**config.mk**
```make
export PLATFORM = sky130hd
export DESIGN_NAME = seq_detector_n
export DESIGN_NICKNAME = d
export VERILOG_FILES = /design/src/rtl/seq_det_pkg.sv /design/src/rtl/seq_detector_n_sat_counter.sv /design/src/rtl/seq_detector_n.sv
export SDC_FILE = /design/constraint.sdc
export NUM_CORES = 1
export LEC_CHECK = 0
export CAP_MARGIN = 20
export CORE_MARGIN = 3
export CORE_UTILIZATION = 30
export CTS_BUF_LIST = sky130_fd_sc_hd__clkbuf_8
export DETAILED_ROUTE_END_ITERATION = 10
export PLACE_DENSITY = 0.51
export SLEW_MARGIN = 5
export SYNTH_ARGS = -nofsm -noshare
export SYNTH_HDL_FRONTEND = slang
export SYNTH_SLANG_ARGS = --single-unit
```
**constraint.sdc**
```tcl
create_clock -name clk -period 2.87 [get_ports clk]
set_clock_uncertainty 0.15 [all_clocks]
set_input_delay 0.287 -clock clk [delete_from_list [all_inputs] [get_ports clk]]
set_output_delay 0.287 -clock clk [all_outputs]
set_load 0.02 [all_outputs]
```
**src/rtl/seq_det_pkg.sv**
```systemverilog
// Shared constants and helpers for the serial pattern detector.
package seq_det_pkg;

    // Detection modes selected by the ovl input.
    localparam logic MODE_NOVL = 1'b0;
    localparam logic MODE_OVL  = 1'b1;

    // Default pattern width and the matching progress width.
    localparam int PAT_W_DEFAULT = 4;
    localparam int PROG_W        = $clog2(PAT_W_DEFAULT + 1);

    // Widest pattern the prefix helper can examine (index width 5 bits).
    localparam int MAX_W = 32;

    // Longest k < pat_w such that k <= bits_since and the newest k bits of
    // hist (hist[k-1:0], hist[0] newest) equal the first k pattern bits
    // (pattern[pat_w-1 -: k], pattern[pat_w-1] received first).
    function automatic int prefix_len(input logic [MAX_W-1:0] hist,
                                      input logic [MAX_W-1:0] pattern,
                                      input int               pat_w,
                                      input int               bits_since);
        int   best;
        int   idx;
        logic ok;
        best = 0;
        for (int k = 1; k < MAX_W; k++) begin
            if (k < pat_w && k <= bits_since) begin
                ok = 1'b1;
                for (int i = 0; i < MAX_W; i++) begin
                    if (i < k) begin
                        idx = pat_w - k + i;
                        if (hist[i] != pattern[idx[4:0]]) begin
                            ok = 1'b0;
                        end
                    end
                end
                if (ok) begin
                    best = k;
                end
            end
        end
        return best;
    endfunction

endpackage

```
**src/rtl/seq_detector_n_sat_counter.sv**
```systemverilog
// Saturating up-counter: counts inc pulses, holds at all-ones.
module sat_counter #(
    parameter int W = 8
) (
    input  logic         clk,
    input  logic         reset,
    input  logic         inc,
    output logic [W-1:0] q
);

    logic [W-1:0] cnt_q;
    logic [W-1:0] cnt_d;

    // Next count: increment on inc unless already at the maximum value.
    always_comb begin
        cnt_d = cnt_q;
        if (inc && (cnt_q != {W{1'b1}})) begin
            cnt_d = cnt_q + W'(1);
        end
    end

    // Count register with synchronous reset.
    always_ff @(posedge clk) begin
        if (reset) begin
            cnt_q <= '0;
        end else begin
            cnt_q <= cnt_d;
        end
    end

    assign q = cnt_q;

endmodule

```
**src/rtl/seq_detector_n.sv**
```systemverilog
// Serial pattern detector with overlap modes, qualifier, abort, progress
// indicator and a saturating match counter.
module seq_detector_n
    import seq_det_pkg::*;
#(
    parameter int               PAT_W   = 4,
    parameter logic [PAT_W-1:0] PATTERN = 4'b1011,
    parameter int               CNT_W   = 8
) (
    input  logic                       clk,
    input  logic                       reset,
    input  logic                       I,
    input  logic                       en,
    input  logic                       S,
    input  logic                       ovl,
    output logic                       B1,
    output logic                       B2,
    output logic [$clog2(PAT_W+1)-1:0] progress,
    output logic [CNT_W-1:0]           match_count
);

    localparam int PW = $clog2(PAT_W + 1);

    // hist: last PAT_W accepted bits, newest at bit 0.
    // bits: accepted bits since the last restart, saturating at PAT_W.
    logic [PAT_W-1:0] hist_q, hist_d, hist_shift;
    logic [PW-1:0]    bits_q, bits_d, bits_inc;
    logic [PW-1:0]    prog_q, prog_d;
    logic             b1_q, b1_d;
    logic             b2_q, b2_d;
    logic             match;

    // Next-state for history, bit count, progress and the match pulse.
    always_comb begin
        hist_shift = {hist_q[PAT_W-2:0], I};
        bits_inc   = (bits_q == PW'(PAT_W)) ? bits_q : bits_q + PW'(1);
        hist_d     = hist_q;
        bits_d     = bits_q;
        prog_d     = prog_q;
        b1_d       = 1'b0;
        b2_d       = b2_q;
        match      = 1'b0;
        if (S) begin
            // Restart the window; a bit offered in this cycle is dropped.
            bits_d = '0;
            prog_d = '0;
            b2_d   = 1'b0;
        end else if (en) begin
            match  = (hist_shift == PATTERN) && (bits_inc == PW'(PAT_W));
            hist_d = hist_shift;
            if (match && (ovl == MODE_NOVL)) begin
                // Non-overlapping: the next match needs PAT_W fresh bits.
                bits_d = '0;
                prog_d = '0;
            end else begin
                bits_d = bits_inc;
                prog_d = PW'(prefix_len(MAX_W'(hist_shift), MAX_W'(PATTERN),
                                        PAT_W, int'(bits_inc)));
            end
            b1_d = match;
            b2_d = (prog_d != '0);
        end
    end

    // Detector state and registered outputs, synchronous reset first.
    always_ff @(posedge clk) begin
        if (reset) begin
            hist_q <= '0;
            bits_q <= '0;
            prog_q <= '0;
            b1_q   <= 1'b0;
            b2_q   <= 1'b0;
        end else begin
            hist_q <= hist_d;
            bits_q <= bits_d;
            prog_q <= prog_d;
            b1_q   <= b1_d;
            b2_q   <= b2_d;
        end
    end

    sat_counter #(
        .W (CNT_W)
    ) u_match_cnt (
        .clk   (clk),
        .reset (reset),
        .inc   (match),
        .q     (match_count)
    );

    assign B1       = b1_q;
    assign B2       = b2_q;
    assign progress = prog_q;

endmodule

```
==> impl_metrics.py, run 1 <==
# Flow results
metrics = {
    "finish": {
        "seq_share_pct": 29.75,
        "combGateArea_sq_um": 546.8,
        "ff_latch_area_sq_um": 360.3,
        "syn2layout_area_growth_pct": 27.20,
        "nFillCells": 290,
        "bufAreaShareNonClock_pct": 14.67,
        "n_clock_buffer": 4,
        "drive_gt1_share_pct": 8.730,
        "antenna_cells": 0,
        "fin_nets": 136,
        "flop-count": 18,
        "clockNetworkAreaShare_pct": 4.545,
    },
    "global_route": {
        "grt_max_degree": 17,
        "gr-total-overflow": 0,
        "grt_pass1_wl_um": 3746,
        "first_global_vias": 861,
        "use_met2_pct": 19.62,
        "use_met3_pct": 4.324,
    },
    "drt": {
        "via_count": 847,
        "drt_first_pass_iters": 4,
        "dr_wl_met3_um": 101,
        "wl_met2_um": 959,
        "drt_iter0_drc": 33,
        "post_drt_wl_per_cell_um": 12.32,
    },
    "yosys": {
        "synthAdderAreaFrac_pct": 3.942,
        "synth-xor-area-share_pct": 0.9198,
        "ys_chip_area_sq_um": 952.2,
        "ys_async_sr_fraction_pct": 0,
        "top_cells_by_area": "dfxtp_1 (38%), mux2i_1 (4.2%), ha_1 (3.9%), o31ai_1 (3.9%), nor3_1 (3.7%)",
        "yosysWarnings": 0,
        "top_area_cell": "dfxtp_1",
        "postSynthCellCount": 109,
        "yosysUniqueCellTypes": 38,
        "aoi_share_pct": 16.69,
        "yosysSeqAreaShare_pct": 37.84,
        "edf_count": 0,
        "synth_area_sq_um": 952.2,
        "ys_cells": 109,
    },
    "power": {
        "pwr-share-clk_pct": 41.5,
        "seqPwrFrac_pct": 50.5,
        "irDropWorstVdd_mv": 0.2074,
        "p_sw_share_pct": 22.12,
    },
    "min_path": {
        "hold_path.class": "register to register",
    },
    "floorplanning": {
        "die_h_um": 62.34,
        "initial_utilization_pct": 33.10,
        "die_x_um": 62.34,
        "io_pins": 19,
    },
    "clock_tree": {
        "numCtsBuffers": 3,
        "postCtsHoldBufs": 0,
        "clockBufferDepth": 2,
        "clock_sinks": 18,
        "cts.clk_slew.worst_paths_ps": 70,
        "cts_resized": 0,
        "cts_root_buffer": "clkbuf_8",
        "htree_num_levels": 1,
        "cts_post_setup_buffers_inserted": 0,
    },
    "placed_design": {
        "port_buffers": 17,
        "place.gp.congestion": 0.8041,
    },
    "run": {
        "warnings": 27,
    },
    "worst_setup_path": {
        "worstSetupPathType": "register to register",
        "worstPathMaxFanout": 13,
        "rrSetupSlack_ps": 420,
    },
    "final_timing": {
        "post-route-min-period_ps": 2452,
        "rsz0062_at_grt": "false",
        "slew_violations": 0,
        "fin_setup_tns_ps": 0,
        "hold_viol_final": 0,
    },
    "status": {
        "status": "complete, no violations",
    },
}
==> run 1: power groups by stage <==
stage	Clock, mW	Sequential (mW)	Combinational (mW)
finish	0.210	0.256	0.0404
global route	0.231	0.256	0.0440
CTS	0.218	0.255	0.0406
detailed placement	0	0.261	0.0404
global placement	0	0.261	0.0405
floorplan	0	0.262	0.0240
==> run 1: through the flow <==
stage,cell area [sq um],cells,total power [mW],setup WS (ps)
after floorplan,952.2,109,0.2858,634.3
after global placement,1156,164,0.3017,442.8
after detailed placement,1156,164,0.3018,422.2
after CTS,1211,168,0.5144,412.1
after global routing,1211,168,0.5310,237.4
final,1211,168,0.5057,417.6
==> run 1: layout by cell type, fill, tap and decap left out, drive strengths merged, types with 4 or more instances in the layout <==
master         synthesis  routed
clkdlybuf4s50          0      17
nor2b                  4       4
a21oi                  6       6
mux2i                  4       4
inv                    5       5
o31ai                  5       5
nor3                   7       7
dfxtp                 18      18
nand2                  5       5
nor2                   9       9
clkbuf                 2       4
==> run 1: worst paths after layout <==
path | endpoint | cells past startpoint | startpoint
worst max register to register | u_match_cnt.q[5] | 6 | bits_q[0]
worst max-delay path | u_match_cnt.q[5] | 6 | bits_q[0]
worst min-delay path | progress[0] | 2 | progress[0]
worst min register to register | progress[0] | 2 | progress[0]
==> run 1: critical path, stage by stage (launching register included) <==
cell and delay [ps]:
dfxtp_1 430, inv_1 100, ha_1 330, nand4bb_1 190, a211o_1 420, nor4b_1 350
mux2_2 370
==> run 1: state kept, by name, indices dropped and copies added, names as in the netlist <==
name           cells
hist_q             3
B2                 1
bits_q             3
progress           2
u_match_cnt.q      8
B1                 1
==> run 1: synth_stat cells, drive strengths merged (4+ instances only) <==
cell type and count:
a21oi 6, mux2i 4, inv 5, nor2 9
o31ai 5, nand2 5, nor2b 4, dfxtp 18
nor3 7
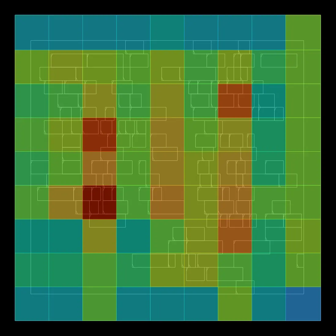
Figure 1: run 1, routing congestion map.
final core occ: 42.11%
GRT Util Overall: 11.84%
met1 usage in global routing: 13.97%

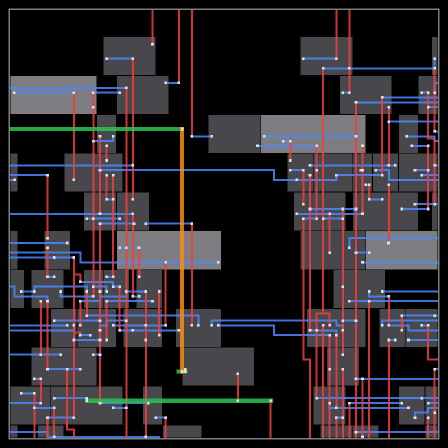
Figure 2: run 1, zoomed window.
Region (16, 29) to (46, 59) um. Cells in grey, sequential cells in the stronger grey; small squares are vias.
met3: in green. met2: in red. met4: in orange. met1: in blue.
Netlist names of flops here include `bits_q` (2), `u_match_cnt.q` (2). 44 logic cells have their middle in the window. Most frequent: nor3_1 (5), clkdlybuf4s50_1 (5), dfxtp_1 (4). Sequential cells in the window: 4.

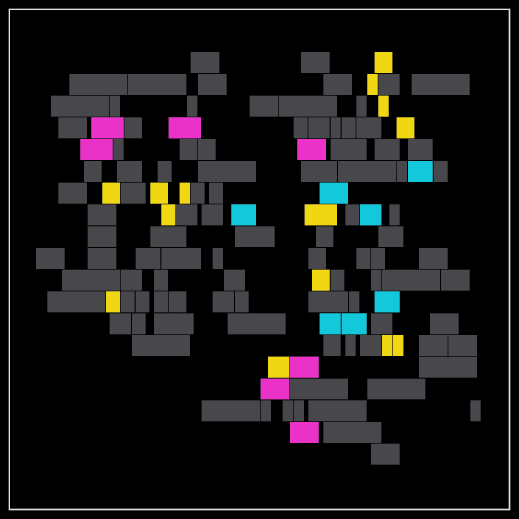
Figure 3: run 1, logic cells by family.
(8 px per um)
AND-OR and OR-AND gates: in cyan, cells 7. NAND gates: in yellow, cells 14. multiplexers: in magenta, cells 7.
Comb area share: 45.14%
fin cells: 168
most numerous logic cell after layout: dfxtp_1

Figure 4. Wiring by layer (run 1).
(6 px per um) Only two layers are drawn.
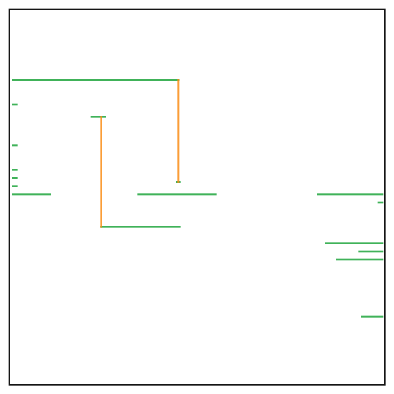

==> run 2: changes to the inputs <==
MAX_ROUTING_LAYER = met4   (was default)
PLACE_DENSITY = 0.52   (was 0.51)
SKIP_LAST_GASP = 1   (was default)
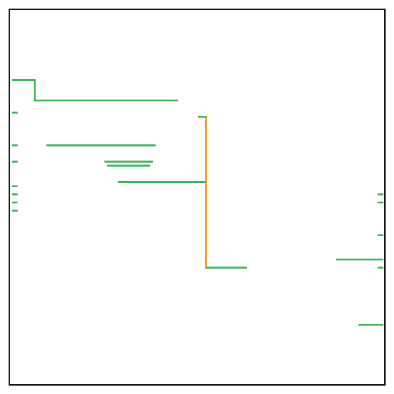
Figure 5: run 2, wiring by layer.
(6 px per um) Only two layers are drawn.
met4: in orange, wire length 25.2 um. met3: in green, wire length 105 um.

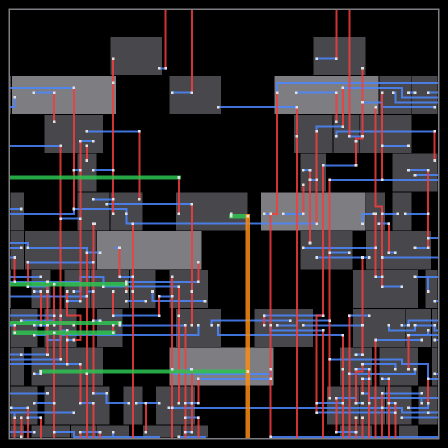
Figure 6: run 2, zoomed window.
Region (16, 29) to (46, 59) um. Cells in grey, sequential cells in the stronger grey; small squares are vias.
met1: in blue. met3: in green. met4: in orange. met2: in red.
Sequential cells in the window: 5. 51 logic cells have their middle in the window. Netlist names of flops here include `u_match_cnt.q` (3), `bits_q` (2). Most frequent: nor3_1 (7), dfxtp_1 (5), clkdlybuf4s50_1 (4).

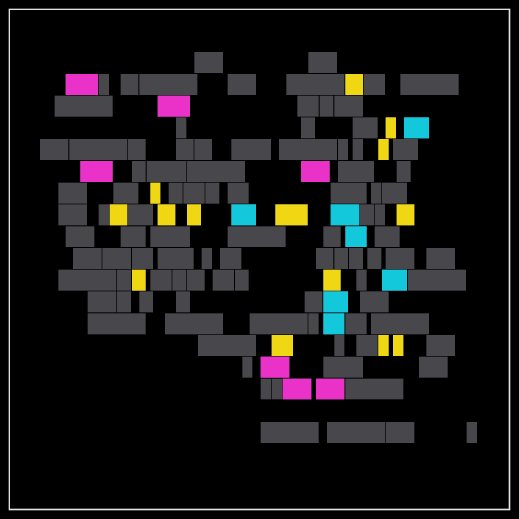
Figure 7: run 2, logic cells by family.
(8 px per um)
multiplexers: in magenta, cells 7. AND-OR and OR-AND gates: in cyan, cells 7. NAND gates: in yellow, cells 14.

==> run 2 against run 1 <==
Net effect:
- final cell count did not move
- area after synthesis is the same
- power grew 0.97%
- combinational power about the same
- sequential power about the same
==> impl_metrics.py, run 2 <==
# Flow results
metrics = {
    "finish": {
        "layoutNonFillerInstCount": 168,
        "drive_gt1_share_pct": 8.730,
        "antenna_cells": 0,
        "fin_nets": 136,
        "mostFrequentLayoutCell": "dfxtp_1",
        "syn2layout_area_growth_pct": 27.20,
        "post-route-util_pct": 42.11,
        "largest_register_ffs": 8,
        "mostFrequentLayoutCells": "dfxtp_1 (18), clkdlybuf4s50_1 (17), nor2_1 (9), nor3_1 (7), a21oi_1 (6)",
        "final_area_sq_mm": 0.001211,
    },
    "drt": {
        "drt_iter0_drc": 44,
        "drt_first_pass_iters": 4,
        "via_count": 849,
        "post_drt_wl_per_cell_um": 12.24,
        "ant_nets": 0,
    },
    "worst_setup_path": {
        "critPathLaunch": "bits_q[0]",
        "worstRegToRegCells": 6,
        "crit_end": "u_match_cnt.q[5]",
        "rrSetupSlack_ps": 440,
        "rr_endpoint": "u_match_cnt.q[5]",
        "worstPathMaxFanout": 13,
        "worstSetupPathType": "register to register",
        "r2r_start": "bits_q[0]",
        "required_ps": 2870,
    },
    "floorplanning": {
        "fp.coreArea_sq_mm": 0.002877,
        "initial_utilization_pct": 33.10,
        "die_x_um": 62.34,
        "io_pins": 19,
        "die-area_sq_mm": 0.003886,
        "die_h_um": 62.34,
    },
    "yosys": {
        "synth_area_sq_um": 952.2,
        "most_common_cell": "dfxtp_1",
        "ys_top_cells_by_count": "dfxtp_1 (18), nor2_1 (9), nor3_1 (7)",
        "ys_async_sr_fraction_pct": 0,
        "syn_area_per_cell_sq_um": 8.735,
        "top_cells_by_area": "dfxtp_1 (38%), mux2i_1 (4.2%), ha_1 (3.9%), o31ai_1 (3.9%), nor3_1 (3.7%)",
        "top_area_cell": "dfxtp_1",
        "yosysSeqAreaShare_pct": 37.84,
        "yosysWarnings": 0,
        "ys_chip_area_sq_um": 952.2,
        "edf_count": 0,
        "yosysUniqueCellTypes": 38,
        "ys_cells": 109,
        "fp_nets": 118,
        "yosys_most_used_dff": "dfxtp_1",
        "postSynthCellCount": 109,
    },
    "final_timing": {
        "post-route-min-period_ps": 2434,
        "slew_violations": 0,
        "fin_setup_tns_ps": 0,
        "setup_violations": 0,
        "hold_viol_final": 0,
        "fin_crit_sh_pct": 84.81,
        "timing.hold.ws_ps": 305.3,
        "rsz0062_at_grt": "false",
    },
    "placed_design": {
        "port_buffers": 17,
        "post-place-cells": 164,
        "place.gp.congestion": 0.8201,
        "hpwlAfterDp_um": 1499,
        "place_area_sq_mm": 0.001156,
    },
    "power": {
        "p_leak_nw": 0.4197,
        "cellPowerDensity_mw_per_mm2": 421.6,
        "irDropWorstVdd_mv": 0.1826,
    },
    "min_path": {
        "hold_end": "progress[0]",
        "hold_depth": 2,
        "hp-start": "progress[0]",
        "hold_path.class": "register to register",
    },
    "global_route": {
        "grt_max_degree": 17,
        "gr-total-overflow": 0,
        "grt_pass1_wl_um": 3470,
        "grt_util_all_layers_pct": 11.44,
        "first_global_vias": 760,
    },
    "clock_tree": {
        "cts_resized": 0,
        "cts_post_setup_buffers_inserted": 0,
        "numCtsBuffers": 3,
        "htree_num_levels": 1,
        "clockBufferDepth": 2,
        "cts_root_buffer": "clkbuf_8",
        "clock_sinks": 18,
        "postCtsHoldBufs": 0,
        "tritoncts": "yes",
        "cts.clk_slew.worst_paths_ps": 70,
    },
    "run": {
        "warnings": 27,
        "max_cap_violations": 0,
    },
    "status": {
        "status": "complete, no violations",
    },
}
## run 2: cell families after synthesis
group / count (synthesis) / share of synthesized area [%]
AND/OR/NAND/NOR: 46 / 27.73
AND-OR/OR-AND: 23 / 16.69
flip-flops: 18 / 37.85
buffers and inverters: 10 / 4.730
multiplexers: 7 / 7.753
adder cells (fa/ha/maj): 3 / 3.943
other: 1 / 0.3938
XOR/XNOR: 1 / 0.9200
## run 2: area by class of cell
class / instances / area (sq um)
Sequential cell: 18 / 360.3
Fill cell: 290 / 1665
Multi-Input combinational cell: 81 / 546.8
Clock buffer: 4 / 55.05
Inverter: 5 / 18.77
Tap cell: 42 / 52.55
Timing Repair Buffer: 18 / 177.7
## run 2: per-layer routing
metal	track usage [%]	routed length, um
met1	14.30	1007
met2	17.07	920
met3	3.964	104
met4	4.132	25
met5	-	0
## run 2: through the flow
step,setup slack [ps],power [mW]
2_1_floorplan,634.3,0.2858
3_3_place_gp,446.0,0.3016
3_5_place_dp,435.9,0.3018
4_1_cts,420.2,0.5196
5_1_grt,248.5,0.5358
6_report,435.9,0.5106
## run 2: power by group
| part | internal, mW | leakage, nW | total (mW) | switching [mW] |
|---|---|---|---|---|
| Clock | 0.122 | 0.0288 | 0.215 | 0.0924 |
| Combinational | 0.0195 | 0.245 | 0.0406 | 0.0211 |
| Sequential | 0.253 | 0.145 | 0.255 | 0.00285 |
| Total | 0.394 | 0.420 | 0.511 | 0.116 |
## run 2: worst max-delay path: stages, from the launching register on
cell	delay, ps
dfxtp_1	430
inv_1	100
ha_1	330
nand4bb_1	180
a211o_1	420
nor4b_1	350
mux2_2	360
Power figures rest on the tool's default switching activity, not on a simulated workload.
